==> run_1/drive_strength.png <==
Scale: 10 px per µm.
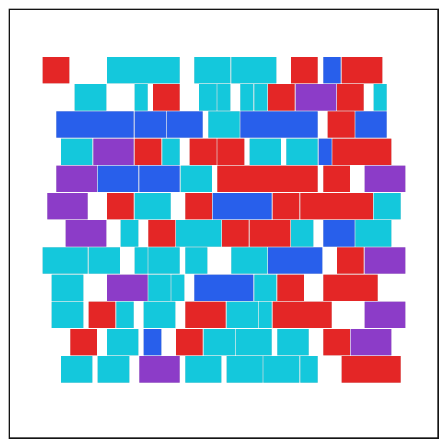
==> run_1/density.png <==
Scale: 10 px per µm. 9 x 9 tiles, from dark blue (low) to red (high), 0 to 100% covered.
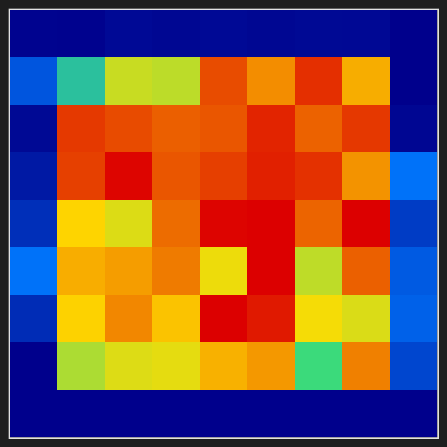
==> run_1/port_nets.png <==
Scale: 10 px per µm.
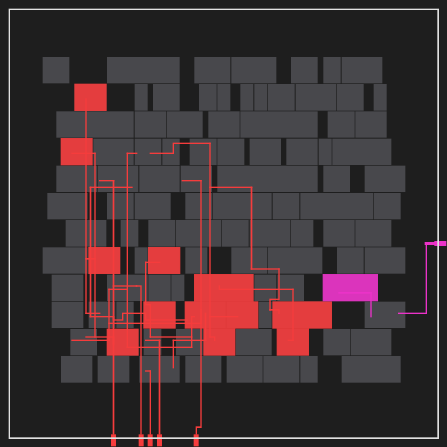
[config.mk]
export PLATFORM = sky130hd
export DESIGN_NAME = pipeline_ctrl
export DESIGN_NICKNAME = d
export VERILOG_FILES = /design/src/rtl/pipeline_ctrl_pkg.sv /design/src/rtl/pipeline_ctrl_hazard_detect.sv /design/src/rtl/pipeline_ctrl.sv
export SDC_FILE = /design/constraint.sdc
export NUM_CORES = 1
export LEC_CHECK = 0
export CORE_MARGIN = 3
export CORE_UTILIZATION = 28
export CTS_BUF_LIST = sky130_fd_sc_hd__clkbuf_4
export CTS_CLUSTER_SIZE = 12
export DETAILED_ROUTE_END_ITERATION = 6
export PLACE_DENSITY = 0.87
export SETUP_SLACK_MARGIN = 0.05
export SLEW_MARGIN = 10
export SYNTH_ARGS = -nofsm -noshare
export SYNTH_HDL_FRONTEND = slang
export SYNTH_SLANG_ARGS = --single-unit
[constraint.sdc]
create_clock -name CLK -period 1.99 [get_ports CLK]
set_clock_uncertainty 0.2 [all_clocks]
set_input_delay 0.4975 -clock CLK [delete_from_list [all_inputs] [get_ports CLK]]
set_output_delay 0.4975 -clock CLK [all_outputs]
set_load 0.03 [all_outputs]
[src/rtl/pipeline_ctrl_pkg.sv]
// Shared types for the pipeline sequencer.
//  - pctrl_state_t : sequencer FSM states (encoding visible on ctrl_state).
//  - pctrl_rule_t  : RUN-state control rules, declared highest priority first.
//  - pctrl_ctl_t   : bundle of PC / latch enable and flush controls.
//  - rule_ctl()    : maps a resolved rule to its control bundle.
package pipeline_ctrl_pkg;

  localparam int unsigned PCTRL_REG_W = 5;

  typedef enum logic [1:0] {
    StRun     = 2'd0,
    StDwait   = 2'd1,
    StHalting = 2'd2,
    StHalted  = 2'd3
  } pctrl_state_t;

  typedef enum logic [2:0] {
    RuleDmem    = 3'd0,
    RuleHalt    = 3'd1,
    RuleBranch  = 3'd2,
    RuleLoadUse = 3'd3,
    RuleImiss   = 3'd4,
    RuleRun     = 3'd5
  } pctrl_rule_t;

  typedef struct packed {
    logic pc_en;
    logic ifid_en;
    logic idex_en;
    logic exmem_en;
    logic memwb_en;
    logic ifid_flush;
    logic idex_flush;
    logic exmem_flush;
  } pctrl_ctl_t;

  localparam pctrl_ctl_t CtlFreeze = 8'b0000_0000;
  localparam pctrl_ctl_t CtlReset  = 8'b0000_0111;

  function automatic pctrl_ctl_t rule_ctl(pctrl_rule_t rule);
    pctrl_ctl_t ctl;
    ctl = CtlFreeze;
    case (rule)
      RuleDmem:    ctl = CtlFreeze;
      // Let the halting instruction retire into MEM/WB, everything upstream stops.
      RuleHalt:    ctl = 8'b0000_1000;
      // Redirect PC and squash the three younger instructions.
      RuleBranch:  ctl = 8'b1111_1111;
      // Hold PC and IF/ID, inject a bubble into ID/EX.
      RuleLoadUse: ctl = 8'b0011_1010;
      // Fetch missed: keep PC, feed a bubble into IF/ID.
      RuleImiss:   ctl = 8'b0111_1100;
      RuleRun:     ctl = 8'b1111_1000;
      default:     ctl = CtlFreeze;
    endcase
    return ctl;
  endfunction

endpackage

[src/rtl/pipeline_ctrl_hazard_detect.sv]
// Load-use hazard detector (combinational).
//  idex_memread_i - instruction in EX is a load
//  idex_rd_i      - destination register of the EX instruction
//  ifid_rs_i/rt_i - source registers of the ID instruction
//  load_use_o     - ID consumes the load result one cycle too early
module pipeline_ctrl_hazard_detect #(
  parameter int unsigned REG_W = 5
) (
  input  logic             idex_memread_i,
  input  logic [REG_W-1:0] idex_rd_i,
  input  logic [REG_W-1:0] ifid_rs_i,
  input  logic [REG_W-1:0] ifid_rt_i,
  output logic             load_use_o
);

  // Register 0 is hardwired, so a load targeting it never creates a dependency.
  assign load_use_o = idex_memread_i && (idex_rd_i != '0) &&
                      ((idex_rd_i == ifid_rs_i) || (idex_rd_i == ifid_rt_i));

endmodule

[src/rtl/pipeline_ctrl.sv]
// Central sequencer for the 5-stage pipeline latches and PC.
// Configuration macro: PIPE_PERF_EN adds stall/flush performance counters.
// Ports:
//  CLK, RST          - clock, synchronous active-high reset
//  ihit, dhit        - instruction / data memory completion
//  dmemREN_mem/WEN   - load / store in MEM
//  halt_mem          - halt in MEM
//  br_taken_mem      - taken branch/jump resolved in MEM
//  idex_memread, idex_rd, ifid_rs, ifid_rt - load-use hazard inputs
//  pc_en, *_en, *_flush - PC and latch controls (flush wins over enable)
//  halt              - sticky halt
//  stall_cnt, flush_cnt - perf counters (PIPE_PERF_EN only)
//  ctrl_state        - current FSM state
module pipeline_ctrl
  import pipeline_ctrl_pkg::*;
#(
  parameter int unsigned REG_W = PCTRL_REG_W
`ifdef PIPE_PERF_EN
  ,
  parameter int unsigned CNT_W = 32
`endif
) (
  input  logic             CLK,
  input  logic             RST,
  input  logic             ihit,
  input  logic             dhit,
  input  logic             dmemREN_mem,
  input  logic             dmemWEN_mem,
  input  logic             halt_mem,
  input  logic             br_taken_mem,
  input  logic             idex_memread,
  input  logic [REG_W-1:0] idex_rd,
  input  logic [REG_W-1:0] ifid_rs,
  input  logic [REG_W-1:0] ifid_rt,
  output logic             pc_en,
  output logic             ifid_en,
  output logic             idex_en,
  output logic             exmem_en,
  output logic             memwb_en,
  output logic             ifid_flush,
  output logic             idex_flush,
  output logic             exmem_flush,
  output logic             halt,
`ifdef PIPE_PERF_EN
  output logic [CNT_W-1:0] stall_cnt,
  output logic [CNT_W-1:0] flush_cnt,
`endif
  output logic [1:0]       ctrl_state
);

  pctrl_state_t state_q, state_d;
  pctrl_rule_t  rule;
  pctrl_ctl_t   ctl;
  logic         halt_q, halt_d;
  logic         load_use;
  logic         dmem_block;

  pipeline_ctrl_hazard_detect #(
    .REG_W(REG_W)
  ) u_hazard_detect (
    .idex_memread_i(idex_memread),
    .idex_rd_i     (idex_rd),
    .ifid_rs_i     (ifid_rs),
    .ifid_rt_i     (ifid_rt),
    .load_use_o    (load_use)
  );

  // In DWAIT the access is already known outstanding, so only dhit releases the freeze.
  assign dmem_block = (state_q == StDwait) ? ~dhit
                                           : ((dmemREN_mem | dmemWEN_mem) & ~dhit);

  always_comb begin
    rule = RuleRun;
    if (dmem_block)        rule = RuleDmem;
    else if (halt_mem)     rule = RuleHalt;
    else if (br_taken_mem) rule = RuleBranch;
    else if (load_use)     rule = RuleLoadUse;
    else if (!ihit)        rule = RuleImiss;
  end

  always_comb begin
    ctl     = CtlFreeze;
    state_d = state_q;
    unique case (state_q)
      StRun, StDwait: begin
        ctl = rule_ctl(rule);
        case (rule)
          RuleDmem: state_d = StDwait;
          RuleHalt: state_d = StHalting;
          default:  state_d = StRun;
        endcase
      end
      StHalting: state_d = StHalted;
      StHalted:  state_d = StHalted;
    endcase
    if (RST) begin
      ctl     = CtlReset;
      state_d = StRun;
    end
  end

  assign halt_d = halt_q | (state_q == StHalting);

  always_ff @(posedge CLK) begin
    if (RST) begin
      state_q <= StRun;
      halt_q  <= 1'b0;
    end else begin
      state_q <= state_d;
      halt_q  <= halt_d;
    end
  end

  assign pc_en       = ctl.pc_en;
  assign ifid_en     = ctl.ifid_en;
  assign idex_en     = ctl.idex_en;
  assign exmem_en    = ctl.exmem_en;
  assign memwb_en    = ctl.memwb_en;
  assign ifid_flush  = ctl.ifid_flush;
  assign idex_flush  = ctl.idex_flush;
  assign exmem_flush = ctl.exmem_flush;
  // A stale halt_q must not show while reset is being applied.
  assign halt        = halt_q & ~RST;
  assign ctrl_state  = state_q;

`ifdef PIPE_PERF_EN
  logic [CNT_W-1:0] stall_cnt_q, stall_cnt_d;
  logic [CNT_W-1:0] flush_cnt_q, flush_cnt_d;
  logic             cnt_active;

  // Counting stops once the halt sequence begins.
  assign cnt_active = (state_q == StRun) || (state_q == StDwait);

  always_comb begin
    stall_cnt_d = stall_cnt_q;
    flush_cnt_d = flush_cnt_q;
    if (cnt_active && !ctl.pc_en && (stall_cnt_q != '1)) begin
      stall_cnt_d = stall_cnt_q + {{(CNT_W-1){1'b0}}, 1'b1};
    end
    if (cnt_active && (rule == RuleBranch) && (flush_cnt_q != '1)) begin
      flush_cnt_d = flush_cnt_q + {{(CNT_W-1){1'b0}}, 1'b1};
    end
  end

  always_ff @(posedge CLK) begin
    if (RST) begin
      stall_cnt_q <= '0;
      flush_cnt_q <= '0;
    end else begin
      stall_cnt_q <= stall_cnt_d;
      flush_cnt_q <= flush_cnt_d;
    end
  end

  assign stall_cnt = stall_cnt_q;
  assign flush_cnt = flush_cnt_q;
`endif

endmodule

==> results.rst, run 1 <==
Synthesis and place-and-route
=============================

.. list-table::
   :header-rows: 1

   * - Metric
     - Value
   * - Floorplan die area
     - 0.00183 mm²
   * - Sinks on Clock Net
     - 3
   * - Crit Reg-Reg Startpoint
     - ctrl_state[0]$_SDFF_PP0_
   * - Master of the slowest instance on the critical path
     - sky130_fd_sc_hd__or3_4
   * - Buffers & Inverters on Critical Path
     - 1
   * - Routed Wire Length
     - 1840 µm
   * - Post-detailed-placement half-perimeter wirelength
     - 1280 µm
   * - Portion of the post-synthesis area used by sequential elements
     - 15.9%
   * - Number of max-slew violations in the final report
     - 0
   * - Violated checks
     - setup timing
   * - Power density relative to cell area
     - 441 mW/mm²
   * - Xor/xnor cell area share of the yosys netlist
     - 23.2%
   * - Antenna Cells
     - 0
   * - Total leakage power
     - 0.438 nW
   * - Routed vias/inst
     - 4.92
   * - Final WS setup
     - -0.529 ns
   * - Number of design-rule violations left by the first detailed-router iteration
     - 6
   * - End of the worst register-to-register path
     - ctrl_state[1]$_SDFF_PP0_
   * - RSZ-0062 raised after global routing
     - yes
   * - Number of library cell types mapped by synthesis
     - 23
   * - Cell count in the Yosys report
     - 50
   * - Final Hold Violating Endpoints
     - 0
   * - Number of nets in the final layout
     - 127
   * - Count of unresolved DRC violations after routing
     - 0
   * - Detail-routed net length per standard cell
     - 15.9 µm
   * - Weighted congestion at the end of routability-driven global placement
     - 0.771
   * - Gate Count Post-Synth
     - 50
   * - CTS clk-pin slew, worst paths
     - 0.04 ns
   * - Reported max-cap violation count
     - 0
   * - Ratio of cells with drive above 1 in the final layout
     - 53.9%
   * - Number of vias in the routed layout
     - 571
   * - Area after DPL
     - 861 µm²
   * - Kind of critical path
     - reg -> out
   * - Cell type contributing the most total cell area after synthesis
     - sky130_fd_sc_hd__xnor2_1
   * - Share of the synthesized area in the top cell type
     - 23.2%
   * - CTS Buffer Depth
     - 2
   * - Hold Crit Class
     - reg -> reg
   * - Highest fanout seen on the critical path
     - 3
   * - Final hold slack
     - 0.290 ns
   * - Top logic cell family in the synthesized netlist
     - AND-OR/OR-AND gates
   * - Most instantiated logic cell after routing
     - sky130_fd_sc_hd__buf_4
   * - Largest stage delay, worst path
     - 0.41 ns
   * - Clock buffer count from CTS
     - 3
   * - Post-route total power
     - 0.432 mW
   * - CTS Hold Buffers Added
     - 0
   * - Synthesized-area fraction occupied by adder cells
     - 0%
   * - Compound Share, Synth
     - 30.8%
   * - Drt pass-1 iters
     - 3
   * - Clk Tree Root Cell
     - sky130_fd_sc_hd__clkbuf_4
   * - Worst hold path stage count
     - 2
   * - Global route overflow
     - 0
   * - Minimum setup slack after placement
     - -0.915 ns
   * - Beginning of the worst hold path
     - halt_q$_SDFF_PP0_
   * - Init Core Util
     - 31.9%
   * - ANT nets after route
     - 0
   * - Top Layout Cells
     - sky130_fd_sc_hd__buf_4 (17), sky130_fd_sc_hd__buf_6 (11), sky130_fd_sc_hd__xnor2_1 (9), sky130_fd_sc_hd__dlygate4sd2_1 (8), sky130_fd_sc_hd__clkdlybuf4s50_1 (7)
   * - Peak supply drop
     - 0.418 mV
   * - Fin area
     - 981 µm²
   * - H-tree depth
     - 1
   * - Hold worst-path end
     - halt_q$_SDFF_PP0_
   * - Final core area utilization
     - 82.7%
   * - CP Launch Type
     - register
   * - Number of logged tool warnings
     - 29
   * - Largest net degree at the start of global routing
     - 10
   * - Number of cell rows
     - 12
   * - Post-synthesis to final-layout area growth
     - 160%
   * - Critical path cell sequence
     - or3_4 -> a2111oi_4 -> o41ai_2 -> a21oi_2 -> buf_6
   * - Setup-failing EPs final
     - 8
   * - Run status
     - finished with violations
   * - Reg2reg setup slack
     - 0.39 ns
   * - Count of warnings emitted by yosys
     - 0
   * - Worst Max-Slew Pin Slew
     - 0.339 ns
   * - Number of antenna violations at the first check in global routing
     - 0
   * - Clock network latency to the later pin of the worst-skew pair
     - 0.26 ns
   * - Fmax
     - 397 MHz
   * - Worst endpoint data arrival time
     - 1.82 ns
   * - Final critical path time including I/O delays and setup
     - 2.52 ns
   * - Ports placed on the boundary
     - 35
   * - Max_slew headroom
     - 77.4%
   * - Synthesized chip area reported by yosys
     - 378 µm²
   * - Synthesized area divided by synthesized cell count
     - 7.56 µm²
   * - Multiplexer share of the synthesized area
     - 0%
   * - Data required time at the worst endpoint
     - 1.29 ns
   * - Fin Setup TNS
     - -3.27 ns
About drive_strength.png:
colour	size	cells	share
cyan	drive 1 or less	47	46%
red	drive 3 to 4	30	29%
purple	drive 6 and up	11	11%
blue	drive 2	14	14%

About density.png:
densest ninth of the die	centre
mean over tiles	53%
nearly empty tiles	27%
tiles over 75% full	46%
fullest tile	100%

About port_nets.png:
colour	port	bits	direction	edge	end cells	buffers	wire
magenta	idex_flush	1	output	east	1	1	16.0 µm
red	idex_rd	5	input	south	12	10	304 µm

[run 1: routing by layer]
layer	vias to the layer above	GRT usage, %	routed length, µm	share of wire (%)
li1	281	-	-	-
met1	272	22.8	675	37
met2	16	36.5	1060	58
met3	2	7.63	78	4.2
met4	0	11.8	23	1.2
met5	-	0	0	0
[run 1: Yosys cell counts (all sizes together)]
cell	number
xnor2	10
a21oi	6
nor2	5
dfxtp	3
inv	3
a2111oi	2
a21o	2
nand2	2
nand2b	2
nand3	2
nor3	2
a211oi	1
a21boi	1
buf	1
clkbuf	1
nor2b	1
o21ai	1
o22ai	1
o41ai	1
or2b	1
or3	1
or4	1
[run 1: worst max path at each step]
stage / end / slack [ns] / start / cells past startpoint
2_1_floorplan: pc_en / -0.71 / dmemWEN_mem / 4
3_3_place_gp: idex_flush / -0.89 / idex_rd[1] / 7
3_5_place_dp: idex_flush / -0.91 / idex_rd[1] / 7
4_1_cts: pc_en / -0.57 / ctrl_state[0]$_SDFF_PP0_ / 5
5_1_grt: pc_en / -0.59 / ctrl_state[0]$_SDFF_PP0_ / 5
6_report: pc_en / -0.53 / ctrl_state[0]$_SDFF_PP0_ / 5
[run 1: registers in the layout (all words and copies together) (netlist names)]
name,cells
ctrl_state,2
halt_q,1
[run 1: report_power, final]
part	switching, mW	leakage (nW)	internal (mW)
clock network	0.0451	0.0184	0.0895
logic	0.106	0.394	0.118
registers	0.00767	0.0254	0.0661
total	0.158	0.438	0.274
[run 1: area by class of cell]
type	instances	area [µm²]
multi-input combinational	42	399
clock buffer	4	30.0
tap	14	17.5
fill	82	205
sequential	3	62.6
timing repair buffer	50	460
inverter	3	11.3
[run 1: timing repair]
item                       in CTS  in global routing
pin swaps                      14                  3
setup endpoints to repair      11                  9
resized                        51                  9
buffers inserted                2                  2
cloned                          0                  0
==> run 1 -> run 2 <==
CAP_MARGIN = 20   (was default)
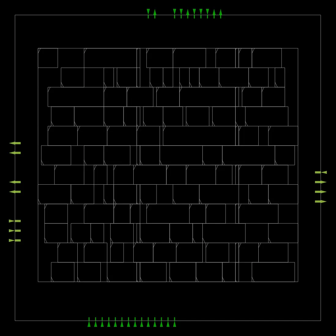
(run_2/final_placement.png)
placeable core region: 0.00119 mm²
sequential cell area share: 6.38%
final core area utilization: 82.7%
registers: 3

==> run 2 against run 1 <==
Against the previous run:
- the flow still finishes with violations (setup timing)
- flip-flop count is the same
- design area is the same
- clock power is essentially flat
- synthesized cell count is the same
- first-iteration DRC count is the same
==> results.rst, run 2 <==
Synthesis and place-and-route
=============================

.. list-table::
   :header-rows: 1

   * - Metric
     - Value
   * - Init Core Util
     - 31.9%
   * - Global route overflow
     - 0
   * - Area after DPL
     - 861 µm²
   * - Total routing usage reported by global routing
     - 21.5%
   * - Cell types with the highest counts after synthesis
     - sky130_fd_sc_hd__xnor2_1 (10), sky130_fd_sc_hd__a21oi_1 (6), sky130_fd_sc_hd__nor2_1 (5)
   * - Largest net degree at the start of global routing
     - 10
   * - Number of design-rule violations left by the first detailed-router iteration
     - 6
   * - Post-Syn Area
     - 378 µm²
   * - Share of the synthesized area in the top cell type
     - 23.2%
   * - Clk Tree Root Cell
     - sky130_fd_sc_hd__clkbuf_4
   * - Minimum setup slack after placement
     - -0.915 ns
   * - Largest cells by area after synthesis
     - sky130_fd_sc_hd__xnor2_1 (23%), sky130_fd_sc_hd__dfxtp_1 (16%), sky130_fd_sc_hd__a21oi_1 (7.9%)
   * - Worst hold path stage count
     - 2
   * - Peak supply drop
     - 0.418 mV
   * - Setup-failing EPs final
     - 8
   * - Vert. Die Dim
     - 42.7 µm
   * - RSZ-0062 raised after global routing
     - yes
   * - Routed Wire Length
     - 1840 µm
   * - Synthesized area divided by synthesized cell count
     - 7.56 µm²
   * - Number of vias in the routed layout
     - 571
   * - Highest fanout seen on the critical path
     - 3
   * - Crit Reg-Reg Startpoint
     - ctrl_state[0]$_SDFF_PP0_
   * - Number of buffers inserted by post-CTS setup repair
     - 2
   * - Most numerous cell in the Yosys netlist
     - sky130_fd_sc_hd__xnor2_1
   * - Clock buffer count from CTS
     - 3
   * - Delay-heaviest family, CP
     - AND-OR/OR-AND gates
   * - Post-detailed-placement half-perimeter wirelength
     - 1280 µm
   * - Number of cell rows
     - 12
   * - Number of library cell types mapped by synthesis
     - 23
   * - Total leakage power
     - 0.438 nW
   * - Number of logged tool warnings
     - 29
   * - H-tree depth
     - 1
   * - Master of the slowest instance on the critical path
     - sky130_fd_sc_hd__or3_4
   * - Most instantiated logic cell after routing
     - sky130_fd_sc_hd__buf_4
   * - Dominant Register Cell
     - sky130_fd_sc_hd__dfxtp_1
   * - Final hold slack
     - 0.290 ns
   * - CTS Buffer Depth
     - 2
   * - Footprint of the multi-input gates
     - 399 µm²
   * - CP Launch Type
     - register
   * - Sinks on Clock Net
     - 3
   * - Critical path cell sequence
     - or3_4 -> a2111oi_4 -> o41ai_2 -> a21oi_2 -> buf_6
   * - Clock network latency to the later pin of the worst-skew pair
     - 0.26 ns
   * - Share of the clock period used by the worst path
     - 127%
   * - Final critical path time including I/O delays and setup
     - 2.52 ns
   * - Weighted congestion at the end of routability-driven global placement
     - 0.771
   * - Flip-flop count of the largest register, all copies and words added
     - 2
   * - Gate Count Post-Synth
     - 50
   * - End of the worst register-to-register path
     - ctrl_state[1]$_SDFF_PP0_
   * - Final WS setup
     - -0.529 ns
   * - Reg2reg setup slack
     - 0.39 ns
   * - Ports placed on the boundary
     - 35
   * - Cell type contributing the most total cell area after synthesis
     - sky130_fd_sc_hd__xnor2_1
   * - CTS Hold Buffers Added
     - 0
   * - Worst endpoint data arrival time
     - 1.82 ns
   * - Hold Crit Class
     - reg -> reg
   * - Via count of the first global-routing pass
     - 628
   * - Power density relative to cell area
     - 441 mW/mm²
   * - Final Hold Violating Endpoints
     - 0
   * - Async SR Flop Fraction
     - 0%
   * - Beginning of the worst hold path
     - halt_q$_SDFF_PP0_
   * - Kind of critical path
     - reg -> out
   * - Count of warnings emitted by yosys
     - 0
   * - DIE WIDTH
     - 42.7 µm
   * - Buffers & Inverters on Critical Path
     - 1
   * - Synthesized chip area reported by yosys
     - 378 µm²
   * - Post-route total power
     - 0.432 mW
   * - Count of unresolved DRC violations after routing
     - 0
   * - Top Layout Cells
     - sky130_fd_sc_hd__buf_4 (17), sky130_fd_sc_hd__buf_6 (11), sky130_fd_sc_hd__xnor2_1 (9), sky130_fd_sc_hd__dlygate4sd2_1 (8), sky130_fd_sc_hd__clkdlybuf4s50_1 (7)
   * - Run status
     - finished with violations
   * - Critical Path End Type
     - output pin
   * - Number of nets at floorplan
     - 74
   * - Reported max-cap violation count
     - 0
   * - Fmax
     - 397 MHz
   * - Violated checks
     - setup timing
   * - Number of register bits inferred by synthesis
     - 3
   * - CTS clk-pin slew, worst paths
     - 0.04 ns
   * - Hold worst-path end
     - halt_q$_SDFF_PP0_
   * - First-pass GRT wire length
     - 2840 µm
   * - Fill count
     - 82
   * - Post-synthesis to final-layout area growth
     - 160%
   * - FF/Latch Area
     - 62.6 µm²
   * - ANT nets after route
     - 0
   * - Portion of the post-synthesis area used by sequential elements
     - 15.9%
   * - Number of antenna violations at the first check in global routing
     - 0
   * - Logic depth of the worst register-to-register path
     - 7
   * - Floorplan die area
     - 0.00183 mm²
   * - Antenna Cells
     - 0
   * - Drt pass-1 iters
     - 3
   * - Detail-routed net length per standard cell
     - 15.9 µm
   * - Number of nets in the final layout
     - 127
   * - Data required time at the worst endpoint
     - 1.29 ns
   * - Buffers on Ports
     - 34
   * - Ratio of cells with drive above 1 in the final layout
     - 53.9%
   * - Clock tree from TritonCTS
     - yes
   * - Count of flip-flops with a built-in enable after synthesis
     - 0
   * - Worst Max-Slew Pin Slew
     - 0.339 ns
   * - Number of max-slew violations in the final report
     - 0
   * - Largest stage delay, worst path
     - 0.41 ns
   * - Routed vias/inst
     - 4.92
   * - Max_slew headroom
     - 77.4%
   * - PostCTS Resize Cnt
     - 51
   * - Fin area
     - 981 µm²
   * - Cell count in the Yosys report
     - 50
-- run 2: cell counts in the layout (fill, tap and decap cells not counted) --
No cell type changed its count.
-- run 2: cells by family (layout without fill, tap and decap cells) --
family,after synthesis,after routing,synth area share (%)
buffers and inverters,5,57,5.96
AND/OR/NAND/NOR,17,17,24.2
flip-flops,3,3,15.9
XOR/XNOR,10,10,23.2
AND-OR/OR-AND,15,15,30.8
-- run 2: metal layers --
layer,GRT usage (%),up-vias,wire [µm]
met1,22.8,272,675
met5,0,-,0
li1,-,281,-
met4,11.8,0,23
met2,36.5,16,1060
met3,7.63,2,78
-- run 2: worst max-delay path by stage --
stage	start	to	slack (ns)	cells past startpoint
global placement	idex_rd[1]	idex_flush	-0.89	7
global route	ctrl_state[0]$_SDFF_PP0_	pc_en	-0.59	5
finish	ctrl_state[0]$_SDFF_PP0_	pc_en	-0.53	5
CTS	ctrl_state[0]$_SDFF_PP0_	pc_en	-0.57	5
floorplan	dmemWEN_mem	pc_en	-0.71	4
detailed placement	idex_rd[1]	idex_flush	-0.91	7
-- run 2: final cells by class --
cell class / count / area share (%)
timing repair buffer: 50 / 46.9
tap: 14 / 1.79
multi-input combinational: 42 / 40.7
clock buffer: 4 / 3.06
inverter: 3 / 1.15
sequential: 3 / 6.38
-- run 2: report_power, final --
group	switching (mW)	internal, mW	leakage [nW]
clock network	0.0451	0.0895	0.0184
registers	0.00767	0.0661	0.0254
logic	0.106	0.118	0.394
-- run 2: per-stage QoR --
step                      instances  TNS, ns  util [%]
after floorplan                  50    -2.64         -
after global placement          111    -5.78      72.6
after detailed placement        111    -5.89      72.6
after CTS                       116    -3.49      79.9
after global routing            116    -3.74      82.7
final                           116    -3.27      82.7
No activity file was given, so power comes from the tool's default toggle rates.
